`config.mk`:
```
export PLATFORM = sky130hd
export DESIGN_NAME = fp_result_queue
export DESIGN_NICKNAME = d
export VERILOG_FILES = /design/src/rtl/fp_result_queue.sv
export SDC_FILE = /design/constraint.sdc
export NUM_CORES = 1
export LEC_CHECK = 0
export CAP_MARGIN = 5
export CORE_UTILIZATION = 50
export DETAILED_ROUTE_END_ITERATION = 16
export PLACE_DENSITY = 0.75
export SLEW_MARGIN = 20
export SYNTH_ARGS = -nofsm -noshare
export SYNTH_HDL_FRONTEND = slang
export SYNTH_SLANG_ARGS = --single-unit
```
`constraint.sdc`:
```
create_clock -name clk -period 2.3 [get_ports clk]
set_input_delay 0.46 -clock clk [delete_from_list [all_inputs] [get_ports clk]]
set_output_delay 0.46 -clock clk [all_outputs]
set_load 0.005 [all_outputs]
```
`src/rtl/fp_result_queue.sv`:
```
// fp_result_queue: first-word-fall-through queue of FP multiplier results.
// Overflowed products become signed infinity; each entry is classed when written.
module fp_result_queue #(
    parameter int DEPTH = 4
) (
    input  logic                    clk,
    input  logic                    reset,
    input  logic                    in_valid,
    input  logic [31:0]             product,
    input  logic                    overflow,
    input  logic                    rd_en,
    output logic                    out_valid,
    output logic [31:0]             out_data,
    output logic                    out_ovf,
    output logic [2:0]              out_class,
    output logic                    full,
    output logic [$clog2(DEPTH):0]  count,
    output logic                    drop_err,
    output logic [7:0]              ovf_count
);
    localparam int AW = $clog2(DEPTH);

    logic [31:0]   data_mem [DEPTH];
    logic          ovf_mem  [DEPTH];
    logic [2:0]    cls_mem  [DEPTH];
    logic [AW-1:0] wptr_q, wptr_d, rptr_q, rptr_d;
    logic [AW:0]   count_q, count_d;
    logic          drop_q, drop_d;
    logic [7:0]    ovfc_q, ovfc_d;
    logic [31:0]   last_data_q;
    logic          last_ovf_q;
    logic [2:0]    last_cls_q;
    logic          wr, rd;
    logic [31:0]   wdata;
    logic [7:0]    wexp;
    logic [22:0]   wfrac;
    logic [2:0]    wcls;

    assign full      = count_q == (AW+1)'(DEPTH);
    assign out_valid = count_q != '0;
    assign count     = count_q;
    assign drop_err  = drop_q;
    assign ovf_count = ovfc_q;
    // Outputs keep the last popped head once empty; reset zeroes that copy.
    assign out_data  = out_valid ? data_mem[rptr_q] : last_data_q;
    assign out_ovf   = out_valid ? ovf_mem[rptr_q]  : last_ovf_q;
    assign out_class = out_valid ? cls_mem[rptr_q]  : last_cls_q;

    always_comb begin
        wdata   = overflow ? {product[31], 8'hFF, 23'h0} : product;
        wexp    = wdata[30:23];
        wfrac   = wdata[22:0];
        wcls    = (wexp == 8'h00) ? ((wfrac == '0) ? 3'b000 : 3'b010) :
                  (wexp == 8'hFF) ? ((wfrac == '0) ? 3'b011 : 3'b100) : 3'b001;
        rd      = rd_en && out_valid;
        wr      = in_valid && (!full || rd_en);
        wptr_d  = wr ? wptr_q + AW'(1) : wptr_q;
        rptr_d  = rd ? rptr_q + AW'(1) : rptr_q;
        count_d = (wr && !rd) ? count_q + (AW+1)'(1) :
                  (rd && !wr) ? count_q - (AW+1)'(1) : count_q;
        drop_d  = drop_q || (in_valid && full && !rd_en);
        ovfc_d  = (wr && overflow && ovfc_q != 8'hFF) ? ovfc_q + 8'd1 : ovfc_q;
    end

    always_ff @(posedge clk) begin
        if (wr) begin
            data_mem[wptr_q] <= wdata;
            ovf_mem[wptr_q]  <= overflow;
            cls_mem[wptr_q]  <= wcls;
        end
    end

    always_ff @(posedge clk or posedge reset) begin
        if (reset) begin
            wptr_q      <= '0;
            rptr_q      <= '0;
            count_q     <= '0;
            drop_q      <= 1'b0;
            ovfc_q      <= '0;
            last_data_q <= '0;
            last_ovf_q  <= 1'b0;
            last_cls_q  <= '0;
        end else begin
            wptr_q      <= wptr_d;
            rptr_q      <= rptr_d;
            count_q     <= count_d;
            drop_q      <= drop_d;
            ovfc_q      <= ovfc_d;
            last_data_q <= out_data;
            last_ovf_q  <= out_ovf;
            last_cls_q  <= out_class;
        end
    end
endmodule
```
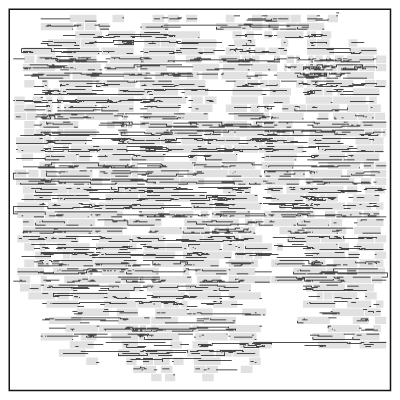
Run 1: the metal 1 layer
Drawn at 3 px/um. Cells faint in the background.
- nets with wire on the layer: 536
- wire length on this layer: 6790 um
- main direction: horizontal
- longest straight run: 31.3 um

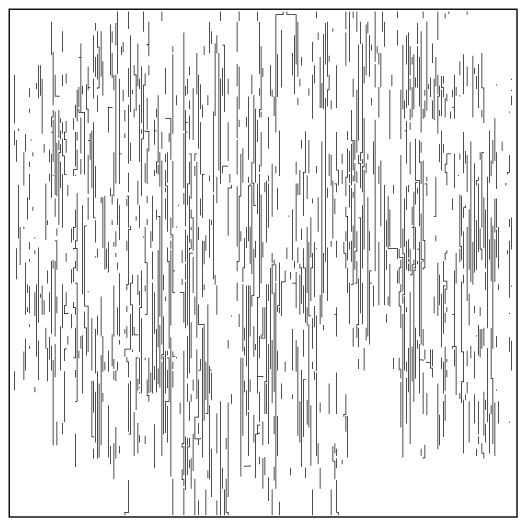
Run 1: the metal 2 layer
Drawn at 4 px/um.
- longest straight run: 51.3 um
- main direction: vertical
- wire length on this layer: 8030 um
GRT met2 Usage: 0.350
Routed WL: 15800 um
via count: 4172

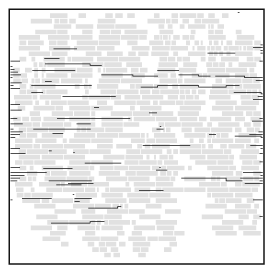
Run 1: the metal 3 layer
Drawn at 2 px/um. Cells faint in the background.
- nets with wire on the layer: 72
- longest straight run: 36.3 um
- wire length on this layer: 804 um
- share of all routed wire: 5.1%
GR Layer Usage met3: 0.0519

==> GITHUB_STEP_SUMMARY, run 1 <==
### Flow metrics

| Metric | Value |
|---|---|
| Cell area leaders | `edfxtp_1, dfrtp_1, mux4_2` |
| Count of multi-input gates | `176` |
| Synth top cells by count | `edfxtp_1, dfrtp_1, mux4_2` |
| Max incr delay on CP | `0.49 ns` |
| Setup crit start | `rptr_q[0]` |
| Routability cong. | `0.748` |
| Ys flop type | `edfxtp_1` |
| Post-route setup slack | `-0.350 ns` |
| DR iter-0 viols | `306` |
| Arrival time of the worst setup path | `2.19 ns` |
| Post-synth seq share | `0.725` |
| Top pwr grp | `combinational logic` |
| Clk cell area share | `0.0583` |
| Most common logic cells in the final layout | `edfxtp_1, dfrtp_1, clkdlybuf4s50_1` |
| Final Util | `0.679` |
| Mapped Area | `7760 sq um` |
| Status | `finished, violations left` |
| Via density | `5.54` |
| Vias in the first global route | `4424` |
| Layout cells sized above 1 | `0.411` |
| Fin area | `10300 sq um` |
| Synthesized area per cell | `19.7 sq um` |
| Synth top cell by count | `edfxtp_1` |
| Critical Path Source Type | `flop` |
| All-Layer GR Usage | `0.217` |
| Clk buf depth | `2` |
| Largest net degree at the start of global routing | `32` |
| Adder share | `0.0123` |
| Failing checks | `negative setup slack` |
| Top cell by count, worst path | `buf_6` |
| Basic Gates by Area | `0.0603` |
| Clock power share | `0.212` |
| TritonCTS Buffers | `17` |
| Worst r2r src | `count[1]` |
| Final Max Slew Viols | `0` |
| Post-CTS setup buffers | `28` |
| Clock slew at reported path FFs | `0.07 ns` |
| Clock Power | `0.00304 W` |
| Final setup violation count | `36` |
| Max-area cell share | `0.557` |
| DIE WIDTH | `127 um` |
| Top Layer Used | `met4` |
| Initial antenna violation count | `0` |
| # IOs | `87` |
| DP Area | `9120 sq um` |
| Tcrit/Tclk final | `1.15` |
| Antenna Cells | `0` |
| Count of tool warnings | `31` |
| Well Taps | `188` |
| Mapped Cells | `393` |
| WL/cell | `21.0 um` |
| Worst Setup End Kind | `output port` |
| Slowest CP cell | `mux4_2` |
| EDFF count, synth | `144` |
==> inputs of run 2 (changes only) <==
- CORE_MARGIN: not set -> 3
- PLACE_DENSITY: 0.75 -> 0.86
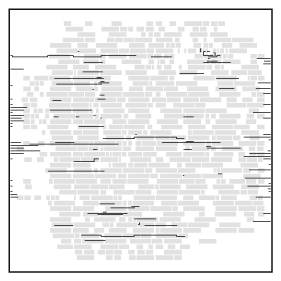
Run 2: the metal 3 layer
Drawn at 2 px/um. Cells faint in the background.
- share of all routed wire: 5.4%
- nets with wire on the layer: 90
- longest straight run: 44.2 um

==> GITHUB_STEP_SUMMARY, run 2 <==
### Flow metrics

| Metric | Value |
|---|---|
| Final Max Slew Viols | `0 (unchanged)` |
| Clock Power | `0.00310 W (was 0.00304 W)` |
| Max-area cell share | `0.557 (unchanged)` |
| Critical Path Source Type | `flop (unchanged)` |
| Final setup violation count | `36 (unchanged)` |
| Maxcap violations | `0 (unchanged)` |
| Most common logic cells in the final layout | `edfxtp_1, dfrtp_1, clkdlybuf4s50_1 (unchanged)` |
| Mapped Cells | `393 (unchanged)` |
| Basic Gates by Area | `0.0603 (unchanged)` |
| Top pwr grp | `combinational logic (unchanged)` |
| Floorplan row count | `44 (was 45)` |
| Final Util | `0.688 (was 0.679)` |
| Routed WL | `16000 um (was 15800 um)` |
| Clock power share | `0.219 (was 0.212)` |
| Clock slew at reported path FFs | `0.07 ns (about the same)` |
| Status | `finished, violations left (unchanged)` |
| Post-route setup slack | `-0.213 ns (was -0.350 ns)` |
| Via count | `4180 (was 4172)` |
| Post-synth seq share | `0.725 (unchanged)` |
| WL met1 | `6630 um (was 6790 um)` |
| Ys flop type | `edfxtp_1 (unchanged)` |
| Post-CTS setup buffers | `11 (was 28)` |
| Initial antenna violation count | `0 (unchanged)` |
| Clk cell area share | `0.0612 (was 0.0583)` |
| TritonCTS Buffers | `17 (unchanged)` |
| # IOs | `87 (unchanged)` |
| Largest net degree at the start of global routing | `53 (was 32)` |
| FF-to-FF setup slack | `0.11 ns (was 0.13 ns)` |
| Maximum VDD drop | `823 uV (was 761 uV)` |
| Ys Warns | `0 (unchanged)` |
| Final setup TNS | `-6.21 ns (was -8.58 ns)` |
| Buf/Inv on CP | `3 (was 5)` |
| Pre-CTS setup slack | `-0.234 ns (was -0.156 ns)` |
| Synth top cell by count | `edfxtp_1 (unchanged)` |
| Top cell by count, worst path | `buf_6 (unchanged)` |
| Register area | `5630 sq um (unchanged)` |
| Tcrit/Tclk final | `1.09 (was 1.15)` |
| Skew final | `0.00786 ns (was 0.0153 ns)` |
| Synthesized area per cell | `19.7 sq um (unchanged)` |
| DIE WIDTH | `131 um (was 127 um)` |
| Final #Nets | `576 (was 596)` |
| Failing checks | `negative setup slack (unchanged)` |
| Cell area leaders | `edfxtp_1, dfrtp_1, mux4_2 (unchanged)` |
| WL/cell | `22.0 um (was 21.0 um)` |
| Number of non-clock buffers | `136 (was 156)` |
| Hold WC Path Type | `primary input to asynchronous set/reset pin (unchanged)` |
| Hold Worst Slack | `0.412 ns (was 0.382 ns)` |
| Well Taps | `184 (was 188)` |
| Crit path to | `out_data[23] (was out_data[4])` |
| DR iter-0 viols | `340 (was 306)` |
| Clk buf depth | `2 (unchanged)` |
| DP Area | `9190 sq um (was 9120 sq um)` |
| Arrival time of the worst setup path | `2.05 ns (was 2.19 ns)` |
| Routability cong. | `0.736 (was 0.748)` |
| Fin area | `10200 sq um (was 10300 sq um)` |
| RSZ-0062 raised after global routing | `true (unchanged)` |
| Count of tool warnings | `31 (unchanged)` |
| Max incr delay on CP | `0.52 ns (was 0.49 ns)` |
| GRT met2 Usage | `0.332 (was 0.350)` |
| Top comb family, area | `multiplexers (unchanged)` |
| Layout cells sized above 1 | `0.393 (was 0.411)` |
| Relative slew slack | `0.648 (was 0.685)` |
| Adder share | `0.0123 (unchanged)` |
| Die ar. | `17100 sq um (was 16000 sq um)` |
| Synth top cells by count | `edfxtp_1, dfrtp_1, mux4_2 (unchanged)` |
| Setup crit start | `rptr_q[0] (unchanged)` |
| Via density | `5.73 (was 5.54)` |
| Comb group | `0.00588 W (was 0.00613 W)` |
| Vias in the first global route | `4458 (was 4424)` |
| Flops | `196 (unchanged)` |
| Comb area | `2140 sq um (was 2130 sq um)` |
| CP required | `1.84 ns (about the same)` |
| All-Layer GR Usage | `0.200 (was 0.217)` |
| Worst r2r src | `count[1] (unchanged)` |
| EDFF count, synth | `144 (unchanged)` |
| Worst Setup End Kind | `output port (unchanged)` |
| GR Layer Usage met3 | `0.0467 (was 0.0519)` |
| Syn_nets | `437 (unchanged)` |
| Mapped Area | `7760 sq um (unchanged)` |
| Top Layer Used | `met4 (unchanged)` |
| Slowest CP cell | `mux4_2 (unchanged)` |
| Count of multi-input gates | `176 (unchanged)` |
| Antenna Cells | `0 (unchanged)` |
Power figures rest on the tool's default switching activity, not on a simulated workload.
